**src/rtl/del_locate.sv**
```systemverilog
// Single-deletion locator: walks a received DNA word against its one-digit-longer
// reference from the MSB down and reports where a digit was lost and its value.
module del_locate #(
    parameter int N = 6
) (
    input  logic             clk,
    input  logic             rst,
    input  logic             in_valid,
    output logic             in_ready,
    input  logic [2*N-1:0]   word_in,
    input  logic [2*N+1:0]   ref_word,
    output logic             out_valid,
    input  logic             out_ready,
    output logic [2*N-1:0]   word_pass,
    output logic [6:0]       missing_index,
    output logic [1:0]       missing_digit,
    output logic             err
);

    // Handshakes: a transfer happens on a rising edge where valid && ready are both high.
    // out_valid and the result fields stay constant until that transfer occurs.
    localparam logic [1:0] IDLE   = 2'd0;
    localparam logic [1:0] SCAN   = 2'd1;
    localparam logic [1:0] VERIFY = 2'd2;
    localparam logic [1:0] DONE   = 2'd3;

    logic [1:0]     state;
    logic [2*N+1:0] ref_q;
    logic [6:0]     pos;
    logic [6:0]     pos_m1;
    logic [1:0]     ref_dig;
    logic [1:0]     rcv_hi;
    logic [1:0]     rcv_lo;

    // Shift-based digit pick keeps out-of-range positions harmless (they read as 0).
    assign pos_m1  = pos - 7'd1;
    assign ref_dig = 2'(ref_q >> {pos, 1'b0});
    assign rcv_hi  = 2'(word_pass >> {pos_m1, 1'b0});
    assign rcv_lo  = 2'(word_pass >> {pos, 1'b0});

    assign in_ready = (state == IDLE);

    always_ff @(posedge clk) begin
        if (rst) begin
            state         <= IDLE;
            ref_q         <= '0;
            pos           <= '0;
            word_pass     <= '0;
            missing_index <= '0;
            missing_digit <= '0;
            err           <= 1'b0;
            out_valid     <= 1'b0;
        end else begin
            case (state)
                IDLE: begin
                    if (in_valid) begin
                        word_pass <= word_in;
                        ref_q     <= ref_word;
                        pos       <= 7'(N);
                        err       <= 1'b0;
                        state     <= SCAN;
                    end
                end
                SCAN: begin
                    if (pos == 7'd0) begin
                        // No mismatch anywhere above: the LSB digit was the one lost.
                        missing_index <= 7'(N - 1);
                        missing_digit <= ref_dig;
                        out_valid     <= 1'b1;
                        state         <= DONE;
                    end else if (ref_dig != rcv_hi) begin
                        missing_index <= 7'(N - 1) - pos;
                        missing_digit <= ref_dig;
                        pos           <= pos_m1;
                        state         <= VERIFY;
                    end else begin
                        pos <= pos_m1;
                    end
                end
                VERIFY: begin
                    if (ref_dig != rcv_lo) begin
                        err <= 1'b1;
                    end
                    if (pos == 7'd0) begin
                        out_valid <= 1'b1;
                        state     <= DONE;
                    end else begin
                        pos <= pos_m1;
                    end
                end
                default: begin
                    if (out_ready) begin
                        out_valid <= 1'b0;
                        err       <= 1'b0;
                        state     <= IDLE;
                    end
                end
            endcase
        end
    end

endmodule

```
**config.mk**
```make
export PLATFORM = sky130hd
export DESIGN_NAME = del_locate
export DESIGN_NICKNAME = d
export VERILOG_FILES = /design/src/rtl/del_locate.sv
export SDC_FILE = /design/constraint.sdc
export NUM_CORES = 1
export LEC_CHECK = 0
export ABC_AREA = 0
export CORE_ASPECT_RATIO = 1.2
export CORE_MARGIN = 1
export CORE_UTILIZATION = 38
export DETAILED_ROUTE_END_ITERATION = 10
export SLEW_MARGIN = 20
export SYNTH_ARGS = -nofsm -noshare
export SYNTH_HDL_FRONTEND = slang
export SYNTH_SLANG_ARGS = --single-unit
```
**constraint.sdc**
```tcl
create_clock -name clk -period 7.1 [get_ports clk]
set_input_delay 1.42 -clock clk [delete_from_list [all_inputs] [get_ports clk]]
set_output_delay 1.42 -clock clk [all_outputs]
set_load 0.005 [all_outputs]
```
**Floorplan with the power grid**

(4 px per um) Pins as bars on the die edge.
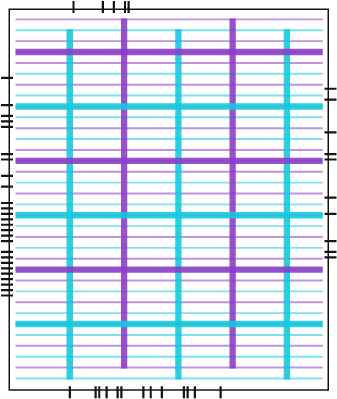
| net | colour |
|---|---|
| VSS | cyan |
| VDD | purple |
signal pins: 54
met5 straps: 6
rows: 33
Die Y: 94.8 um
core area: 6900 um^2
maximum vdd drop: 0.000152 V
die width: 79.4 um

**Register map, names as in the netlist**

(4 px per um) Other sequential cells in the stronger grey, the rest of the logic in the fainter grey.
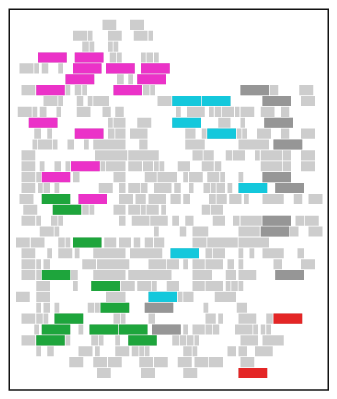
| netlist name | colour | flops |
|---|---|---|
| `state` | red | 2 |
| `ref_q` | magenta | 14 |
| `word_pass` | green | 12 |
| `pos` | cyan | 7 |
not coloured: 11
register area: 921 um^2
final core occ: 48.6%
flop share of the area: 27.5%
Flop+latch power: 0.422 mW

**Track usage over the die**

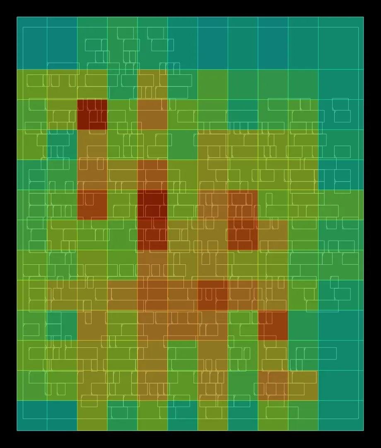
Avg WL per Cell: 13.4 um
met3 GRT Util: 3.77%
gr usage total: 17.0%

**Placed cells, one colour a class**

(4 px per um) Fill, decap, tap and diode cells in grey.
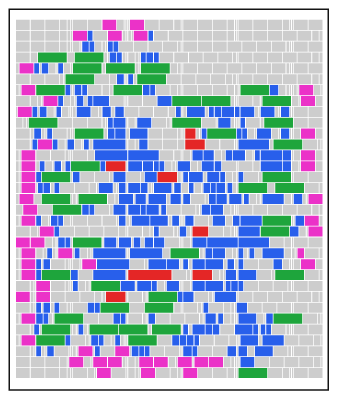
| class | colour | cells | share of their area |
|---|---|---|---|
| remaining buffers and delay cells | magenta | 53 | 16% |
| sequential cells | green | 46 | 28% |
| combinational and other logic | blue | 242 | 52% |
| clock drivers and dummy loads | red | 8 | 3.6% |

==> Changelog: implementation <==
## Flow update

- H-tree depth: 2
- First-pass GRT wire length: 10,000 um
- Area grow syn2layout: 22.7%
- Worst Clk Skew: 9.38 ps
- Post-layout nets: 387
- Post-DRT Antenna Nets: 0
- Fillers: between 600 and 700
- IO Count: approximately 54
- IO buf count: between 50 and 60
- Max Fclk: around 0.29 GHz
- Yosys stat area: 2730 um^2
- Ant diodes: 0
- Vias in the first global route: between 2,000 and 2,500
- Critical path's slowest cell: dfxtp_1
- Most numerous logic cell after layout: nand2_1
- WL met2: ~2700 um
- Worst-Skew Late Latency: around 300 ps
- Status: finished, final reports clean
- Hold WC Path Type: register to register
- Avg Cell Area, Syn: around 9 um^2
- Row cnt: 33
- Post-CTS sizing: 0
- Max Used Layer: met4
- Xor+xnor area frac: 3.85%
- P per Cell Area: 435 nW/um^2
- Least-Margin Pin Slew: between 900 and 1000 ps
- Critical path data arrival time: 3670 ps
- Post-synth EDFFs: 0
==> stage by stage <==
stage | cells | hold slack, ps | total power [mW] | instance area [um^2] | setup slack [ps]
2_1_floorplan | 309 | 433 | 1.09 | 2730 | 4220
3_3_place_gp | 428 | 447 | 1.26 | 3230 | 3750
3_5_place_dp | 428 | 448 | 1.27 | 3230 | 3640
4_1_cts | 436 | 464 | 1.48 | 3350 | 3610
5_1_grt | 436 | 484 | 1.58 | 3350 | 3440
6_report | 436 | 459 | 1.46 | 3350 | 3630
==> synthesized netlist by cell type (4+ instances only) <==
cell type / count
a22oi_1: 4
xor2_1: 4
mux4_2: 6
inv_1: 5
xnor2_1: 8
dfxtp_1: 46
nand3_1: 7
nand2_1: 62
a21oi_1: 31
nand2b_1: 5
nor3_1: 6
mux2i_1: 12
ha_1: 9
mux2_4: 7
nor2_1: 21
o21ai_0: 7
nor2b_1: 8
clkbuf_1: 10
==> where the power goes <==
group / internal, mW / switching, mW / total (mW)
sequential: 0.319 / 0.104 / 0.422
combinational: 0.402 / 0.430 / 0.832
clock: 0.107 / 0.0959 / 0.203
==> critical path, delay by kind of cell (launching register included) <==
kind | cells | cell delay [ps]
AOI/OAI and AO/OA | 4 | 1090
DFF | 1 | 850
muxes | 2 | 640
adders and majority gates | 1 | 470
buffers and inverters | 1 | 300
==> layer usage <==
layer,up-vias,global-route usage (%)
met4,0,4.55
met2,48,28.5
li1,1143,-
met1,979,21.8
met5,-,0
met3,6,3.77
==> cell type report <==
class                      instances  area (um^2)  share of cell area, %
timing repair buffer              53          526                   15.7
tap                               87          109                   3.25
clock inverter                     3         48.8                   1.46
multi-input combinational        236         1650                   49.4
clock buffer                       5         68.8                   2.06
inverter                           6         22.5                  0.673
sequential                        46          921                   27.5
Power and IR drop assume default switching activity.
